File: src/rtl/multicycle_control.sv
// Multicycle control FSM for the MIPS-style core.
// Sequences fetch / decode / execute / memory / writeback, drives datapath
// enables and mux selects, handshakes with a variable-latency memory,
// counts retired instructions and traps on unsupported opcodes.
module multicycle_control #(
  parameter int unsigned CNT_W = 32
) (
  input  logic             clk,
  input  logic             rst_n,
  input  logic             run,
  input  logic [5:0]       opcode,
  input  logic             zero,
  input  logic             mem_ready,
  output logic             mem_read,
  output logic             mem_write,
  output logic             i_or_d,
  output logic             ir_write,
  output logic             pc_write,
  output logic [1:0]       pc_src,
  output logic [1:0]       alu_src_b,
  output logic [1:0]       alu_op,
  output logic             reg_write,
  output logic             reg_dst,
  output logic             mem_to_reg,
  output logic             illegal,
  output logic [3:0]       state,
  output logic [CNT_W-1:0] retired
);

  typedef enum logic [3:0] {
    StIdle    = 4'd0,
    StFetch   = 4'd1,
    StDecode  = 4'd2,
    StMemAddr = 4'd3,
    StMemRd   = 4'd4,
    StMemWb   = 4'd5,
    StMemWr   = 4'd6,
    StRExec   = 4'd7,
    StRWb     = 4'd8,
    StBranch  = 4'd9,
    StJump    = 4'd10,
    StIExec   = 4'd11,
    StIWb     = 4'd12,
    StTrap    = 4'd13
  } state_e;

  localparam logic [5:0] OpRtype = 6'h00;
  localparam logic [5:0] OpLw    = 6'h23;
  localparam logic [5:0] OpSw    = 6'h2B;
  localparam logic [5:0] OpBeq   = 6'h04;
  localparam logic [5:0] OpJ     = 6'h02;
  localparam logic [5:0] OpAddi  = 6'h08;

  state_e           state_q;
  logic [CNT_W-1:0] retired_q;
  logic             illegal_q;
  logic             retire;
  state_e           after_retire;

  // Instruction completes this cycle; pick where the FSM goes afterwards.
  always_comb begin
    retire = 1'b0;
    unique case (state_q)
      StMemWb, StRWb, StBranch, StJump, StIWb: retire = 1'b1;
      StMemWr:                                 retire = mem_ready;
      default:                                 retire = 1'b0;
    endcase
    after_retire = run ? StFetch : StIdle;
  end

  // State register, retired counter and sticky trap flag.
  always_ff @(posedge clk) begin
    if (!rst_n) begin
      state_q   <= StIdle;
      retired_q <= '0;
      illegal_q <= 1'b0;
    end else begin
      if (retire) begin
        retired_q <= retired_q + CNT_W'(1);
      end
      case (state_q)
        StIdle: begin
          if (run) state_q <= StFetch;
        end
        StFetch: begin
          if (mem_ready) state_q <= StDecode;
        end
        StDecode: begin
          case (opcode)
            OpLw, OpSw: state_q <= StMemAddr;
            OpRtype:    state_q <= StRExec;
            OpBeq:      state_q <= StBranch;
            OpJ:        state_q <= StJump;
            OpAddi:     state_q <= StIExec;
            default: begin
              state_q   <= StTrap;
              illegal_q <= 1'b1;
            end
          endcase
        end
        // Only lw and sw reach here; IR is stable so opcode still tells them apart.
        StMemAddr: state_q <= (opcode == OpSw) ? StMemWr : StMemRd;
        StMemRd: begin
          if (mem_ready) state_q <= StMemWb;
        end
        StMemWr: begin
          if (mem_ready) state_q <= after_retire;
        end
        StRExec:  state_q <= StRWb;
        StIExec:  state_q <= StIWb;
        StMemWb, StRWb, StBranch, StJump, StIWb: state_q <= after_retire;
        // Absorbing until reset.
        StTrap:   state_q <= StTrap;
        default:  state_q <= StIdle;
      endcase
    end
  end

  // Control outputs decoded from the state register; only the FETCH and
  // BRANCH write pulses look at the live mem_ready / zero inputs.
  always_comb begin
    mem_read   = 1'b0;
    mem_write  = 1'b0;
    i_or_d     = 1'b0;
    ir_write   = 1'b0;
    pc_write   = 1'b0;
    pc_src     = 2'd0;
    alu_src_b  = 2'd0;
    alu_op     = 2'd0;
    reg_write  = 1'b0;
    reg_dst    = 1'b0;
    mem_to_reg = 1'b0;
    unique case (state_q)
      StFetch: begin
        mem_read  = 1'b1;
        alu_src_b = 2'd1;
        ir_write  = mem_ready;
        pc_write  = mem_ready;
      end
      StDecode: begin
        alu_src_b = 2'd3;
      end
      StMemAddr: begin
        alu_src_b = 2'd2;
      end
      StMemRd: begin
        mem_read = 1'b1;
        i_or_d   = 1'b1;
      end
      StMemWb: begin
        reg_write  = 1'b1;
        mem_to_reg = 1'b1;
      end
      StMemWr: begin
        mem_write = 1'b1;
        i_or_d    = 1'b1;
      end
      StRExec: begin
        alu_op = 2'd2;
      end
      StRWb: begin
        reg_write = 1'b1;
        reg_dst   = 1'b1;
      end
      StBranch: begin
        alu_op   = 2'd1;
        pc_src   = 2'd1;
        pc_write = zero;
      end
      StJump: begin
        pc_src   = 2'd2;
        pc_write = 1'b1;
      end
      StIExec: begin
        alu_src_b = 2'd2;
      end
      StIWb: begin
        reg_write = 1'b1;
      end
      default: begin
      end
    endcase
  end

  assign state   = state_q;
  assign retired = retired_q;
  assign illegal = illegal_q;

  // Read and write requests are mutually exclusive by construction.
  assert property (@(posedge clk) !(mem_read && mem_write));

  // The trap flag and the TRAP state always agree.
  assert property (@(posedge clk) illegal_q == (state_q == StTrap));

endmodule

File: config.mk
export PLATFORM = sky130hd
export DESIGN_NAME = multicycle_control
export DESIGN_NICKNAME = d
export VERILOG_FILES = /design/src/rtl/multicycle_control.sv
export SDC_FILE = /design/constraint.sdc
export NUM_CORES = 1
export LEC_CHECK = 0
export CORE_UTILIZATION = 51
export CTS_CLUSTER_DIAMETER = 150
export DETAILED_ROUTE_END_ITERATION = 16
export GPL_TIMING_DRIVEN = 0
export HOLD_SLACK_MARGIN = 0.08
export MAX_ROUTING_LAYER = met4
export PLACE_DENSITY = 0.85
export SLEW_MARGIN = 20
export SYNTH_ARGS = -nofsm -noshare
export SYNTH_HDL_FRONTEND = slang
export SYNTH_SLANG_ARGS = --single-unit
File: constraint.sdc
create_clock -name clk -period 2.75 [get_ports clk]
set_input_delay 0.6875 -clock clk [delete_from_list [all_inputs] [get_ports clk]]
set_output_delay 0.6875 -clock clk [all_outputs]
set_load 0.005 [all_outputs]
==> run_1/placement.png <==
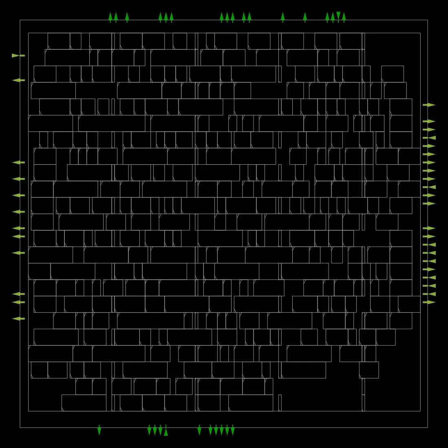
Flops: 37
Final Non-Filler Cells: 376

==> run_1/power_grid.png <==
The bar under the picture is 20 um long. Pins as bars on the die edge. Tap cells in grey.
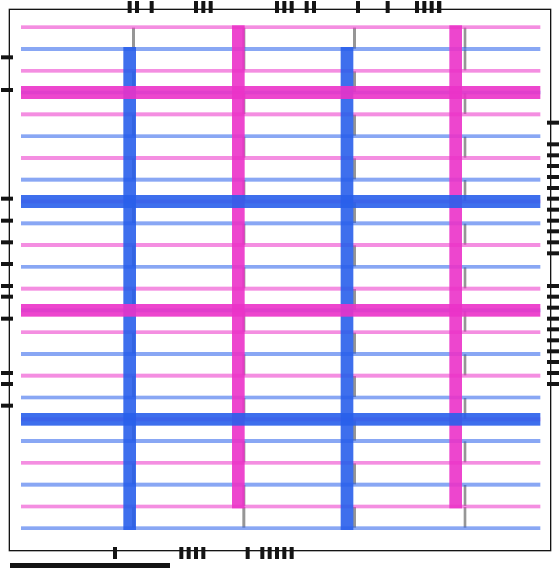
| net | colour |
|---|---|
| VDD | magenta |
| VSS | blue |
tap cells: 50
met5 straps: 4
Die Y: 67.43 um
peak supply drop: 400.1 uV
Core Footprint: 4058 um2
Die Wd: 67.43 um

==> run_1/placement_by_type.png <==
Fill, decap, tap and diode cells in grey.
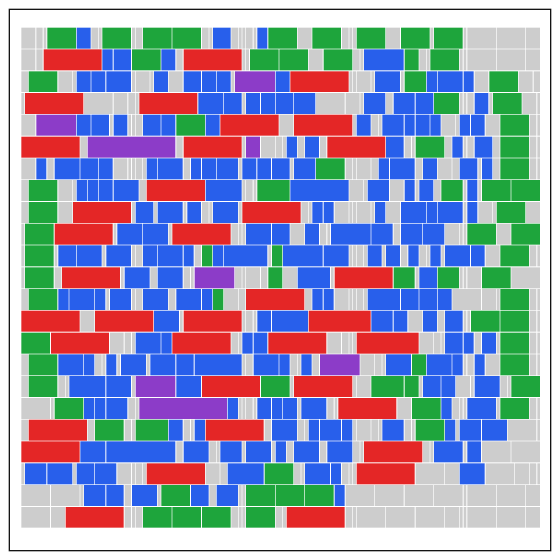
| class | colour | cells | share of their area |
|---|---|---|---|
| other buffers and delay cells | green | 75 | 24% |
| clock drivers and dummy loads | purple | 8 | 4.5% |
| combinational and other logic | blue | 206 | 46% |
| flops | red | 37 | 25% |
Post-Route Utilization: 74.13%
post-route cell area: 3008 um2

==> impl_metrics.py, run 1 <==
# Physical implementation metrics
metrics = {
    "yosys": {
        "ys_sh_mux_pct": 0,
        "yosys_cells": 257,
        "synth.largest_area_cell": "dfxtp_1",
        "ys_seq_share_pct": 33.93,
        "ys_ff": 37,
        "async_reset_ff_share_pct": 0,
        "ys_top_logic_family": "simple AND/OR/NAND/NOR gates",
        "area_leaders": "dfxtp_1, xor2_1, nor2_1",
    },
    "sta": {
        "finalWorstSetupSlack_ns": 0.09153,
        "final_max_slew_viol_count": 0,
        "hold_viol_final": 0,
        "max-slew-margin-rel_pct": 65.42,
    },
    "worst_setup_path": {
        "endpoint": "reg_write",
        "r2r-end": "retired[7]",
        "r2r_start": "state[0]",
        "crit_path_start": "state[3]",
        "critPathMaxFanout": 10,
    },
    "placement": {
        "dpl-instance-area_um2": 2856,
        "dp_cells": 368,
        "pre_cts_slack_ns": -0.05624,
        "place.port_buffers": 61,
    },
    "pwr": {
        "internal_power_mw": 1.046,
        "p_switching_mw": 0.3509,
    },
    "finish": {
        "clkbuf_count": 5,
        "buffers": 75,
        "antenna_cells": 0,
        "comb_area_um2": 1334,
    },
    "die": {
        "chipArea_um2": 4547,
        "fp_util_pct": 53.81,
    },
    "status": {
        "run_status": "completed",
    },
    "drt": {
        "drtIter0Drc": 114,
    },
    "cts": {
        "path_clk_slew_ns": 0.08,
    },
    "min_path": {
        "hold_start": "illegal",
        "hp-class": "reg -> reg",
        "worst_hold_path.endpoint": "illegal",
    },
    "global_routing": {
        "grt_use_total_pct": 26.83,
        "met3_usage_pct": 6.588,
    },
}
==> run_1/metal_density.png <==
13 x 13 tiles, from dark blue (low) to red (high), scaled to the fullest tile. Values are wire area over tile area, all layers added.
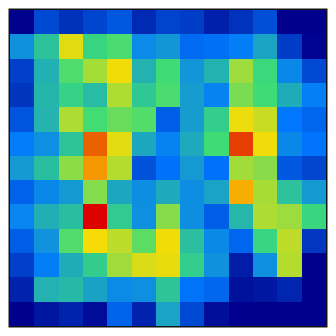

## Run 2: what changed since run 1
--- a/config.mk
+++ b/config.mk
@@ -5,6 +5,7 @@
 export SDC_FILE = /design/constraint.sdc
 export NUM_CORES = 1
 export LEC_CHECK = 0
+export CORE_ASPECT_RATIO = 0.5
 export CORE_UTILIZATION = 51
 export CTS_CLUSTER_DIAMETER = 150
 export DETAILED_ROUTE_END_ITERATION = 16
==> run_2/metal_density.png <==
19 x 10 tiles, from dark blue (low) to red (high), scaled to the fullest tile. Values are wire area over tile area, all layers added.
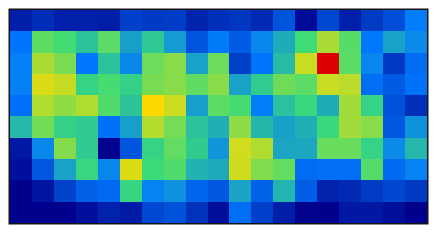
tiles over half the peak: 27%
densest ninth of the die: centre
nearly empty tiles: 4.2%
mean over tiles: 0.20
fullest tile: 0.58
Via Count: 2214
routed wire length per instance: 14.79 um
GRT Total Usage: 26.29%
total wire length: 5607 um

==> run 2 against run 1 <==
  * Sequential share of layout area increased by 0.33 points
  * Critical endpoint unchanged
  * Clock power decreased by 31%
  * Critical path type unchanged
  * Global-route usage decreased by 0.54 points
  * Synthesized cell count unchanged
  * Via count increased by 0.36%
==> impl_metrics.py, run 2 <==
# Physical implementation metrics
metrics = {
    "status": {
        "run_status": "completed",
    },
    "worst_setup_path": {
        "r2r-end": "retired[26]",
        "crit_path_start": "state[3]",
    },
    "finish": {
        "utilization_pct": 74.13,
        "final_cell_area_um2": 2968,
        "buffers": 75,
    },
    "die": {
        "fp_util_pct": 54.53,
        "chipArea_um2": 4562,
        "die_h_um": 48.27,
    },
    "sta": {
        "max-slew-margin-rel_pct": 64.20,
        "hold_viol_final": 0,
        "final_max_slew_viol_count": 0,
    },
    "yosys": {
        "ys_top_logic_family": "simple AND/OR/NAND/NOR gates",
        "ys_seq_share_pct": 33.93,
        "area_leaders": "dfxtp_1, xor2_1, nor2_1",
        "yosys_cells": 257,
        "ys_sh_mux_pct": 0,
        "ys_ff": 37,
    },
    "cts": {
        "path_clk_slew_ns": 0.07,
    },
    "placement": {
        "dpl-instance-area_um2": 2861,
        "place.port_buffers": 61,
    },
    "min_path": {
        "hold_start": "illegal",
        "worst_hold_path.endpoint": "illegal",
    },
    "global_routing": {
        "met3_usage_pct": 5.763,
    },
    "pwr": {
        "p_switching_mw": 0.3402,
    },
    "drt": {
        "drtIter0Drc": 84,
    },
}
## Run 3: what changed since run 2
--- a/config.mk
+++ b/config.mk
@@ -5,6 +5,7 @@
 export SDC_FILE = /design/constraint.sdc
 export NUM_CORES = 1
 export LEC_CHECK = 0
+export ABC_CLOCK_PERIOD_IN_PS = 2750
 export CORE_ASPECT_RATIO = 0.5
 export CORE_UTILIZATION = 51
 export CTS_CLUSTER_DIAMETER = 150
==> run_3/io_fan.png <==
The bar under the picture is 20 um long.
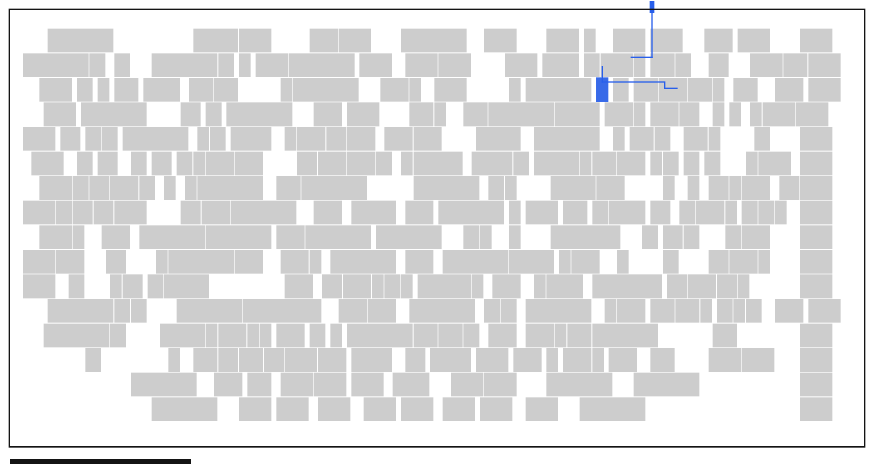
| port | colour | bits | direction | edge | end cells | buffers | wire |
|---|---|---|---|---|---|---|---|
| i_or_d | blue | 1 | output | north | 1 | 1 | 17.9 um |
# IOs: 62
port bufs: 61

==> run 3 against run 2 <==
  * Combinational power hardly changed
  * Fmax unchanged
  * Sequential share of layout area unchanged
  * Register-to-register slack about the same
  * Wire length stayed put
  * First-iteration DRC count stayed put
  * Area after synthesis is the same
  * Sequential power is essentially flat
  * Non-clock buffer count unchanged
  * Final cell count stayed put
  * Global-route usage did not move
  * Critical path type unchanged
  * Largest cell class unchanged
  * Largest power group unchanged
  * Highest routed layer unchanged
==> impl_metrics.py, run 3 <==
# Physical implementation metrics
metrics = {
    "global_routing": {
        "met3_usage_pct": 5.763,
    },
    "finish": {
        "utilization_pct": 74.13,
        "ff_count": 37,
        "buffers": 75,
        "antenna_cells": 0,
        "clkbuf_count": 6,
    },
    "sta": {
        "finalWorstSetupSlack_ns": 0.1320,
        "hold_viol_final": 0,
        "final_max_slew_viol_count": 0,
    },
    "cts": {
        "path_clk_slew_ns": 0.07,
    },
    "drt": {
        "wl_um": 5607,
        "wire_per_inst_um": 14.79,
        "drtIter0Drc": 84,
    },
    "yosys": {
        "yosys_cells": 257,
        "area_leaders": "dfxtp_1, xor2_1, nor2_1",
        "async_reset_ff_share_pct": 0,
        "ys_sh_mux_pct": 0,
        "ys_top_logic_family": "simple AND/OR/NAND/NOR gates",
    },
    "worst_setup_path": {
        "r2r_start": "state[0]",
        "r2r-end": "retired[26]",
        "critPathMaxFanout": 10,
    },
    "die": {
        "die_h_um": 48.27,
        "fp_util_pct": 54.53,
        "chipArea_um2": 4562,
        "core_area_um2": 4004,
    },
    "min_path": {
        "hp-class": "reg -> reg",
        "hold_start": "illegal",
    },
    "status": {
        "run_status": "completed",
    },
    "pwr": {
        "vdd_ir_drop_max_uv": 308.2,
        "internal_power_mw": 0.8822,
    },
    "placement": {
        "dpl-instance-area_um2": 2861,
    },
}
Power figures rest on the tool's default switching activity, not on a simulated workload.
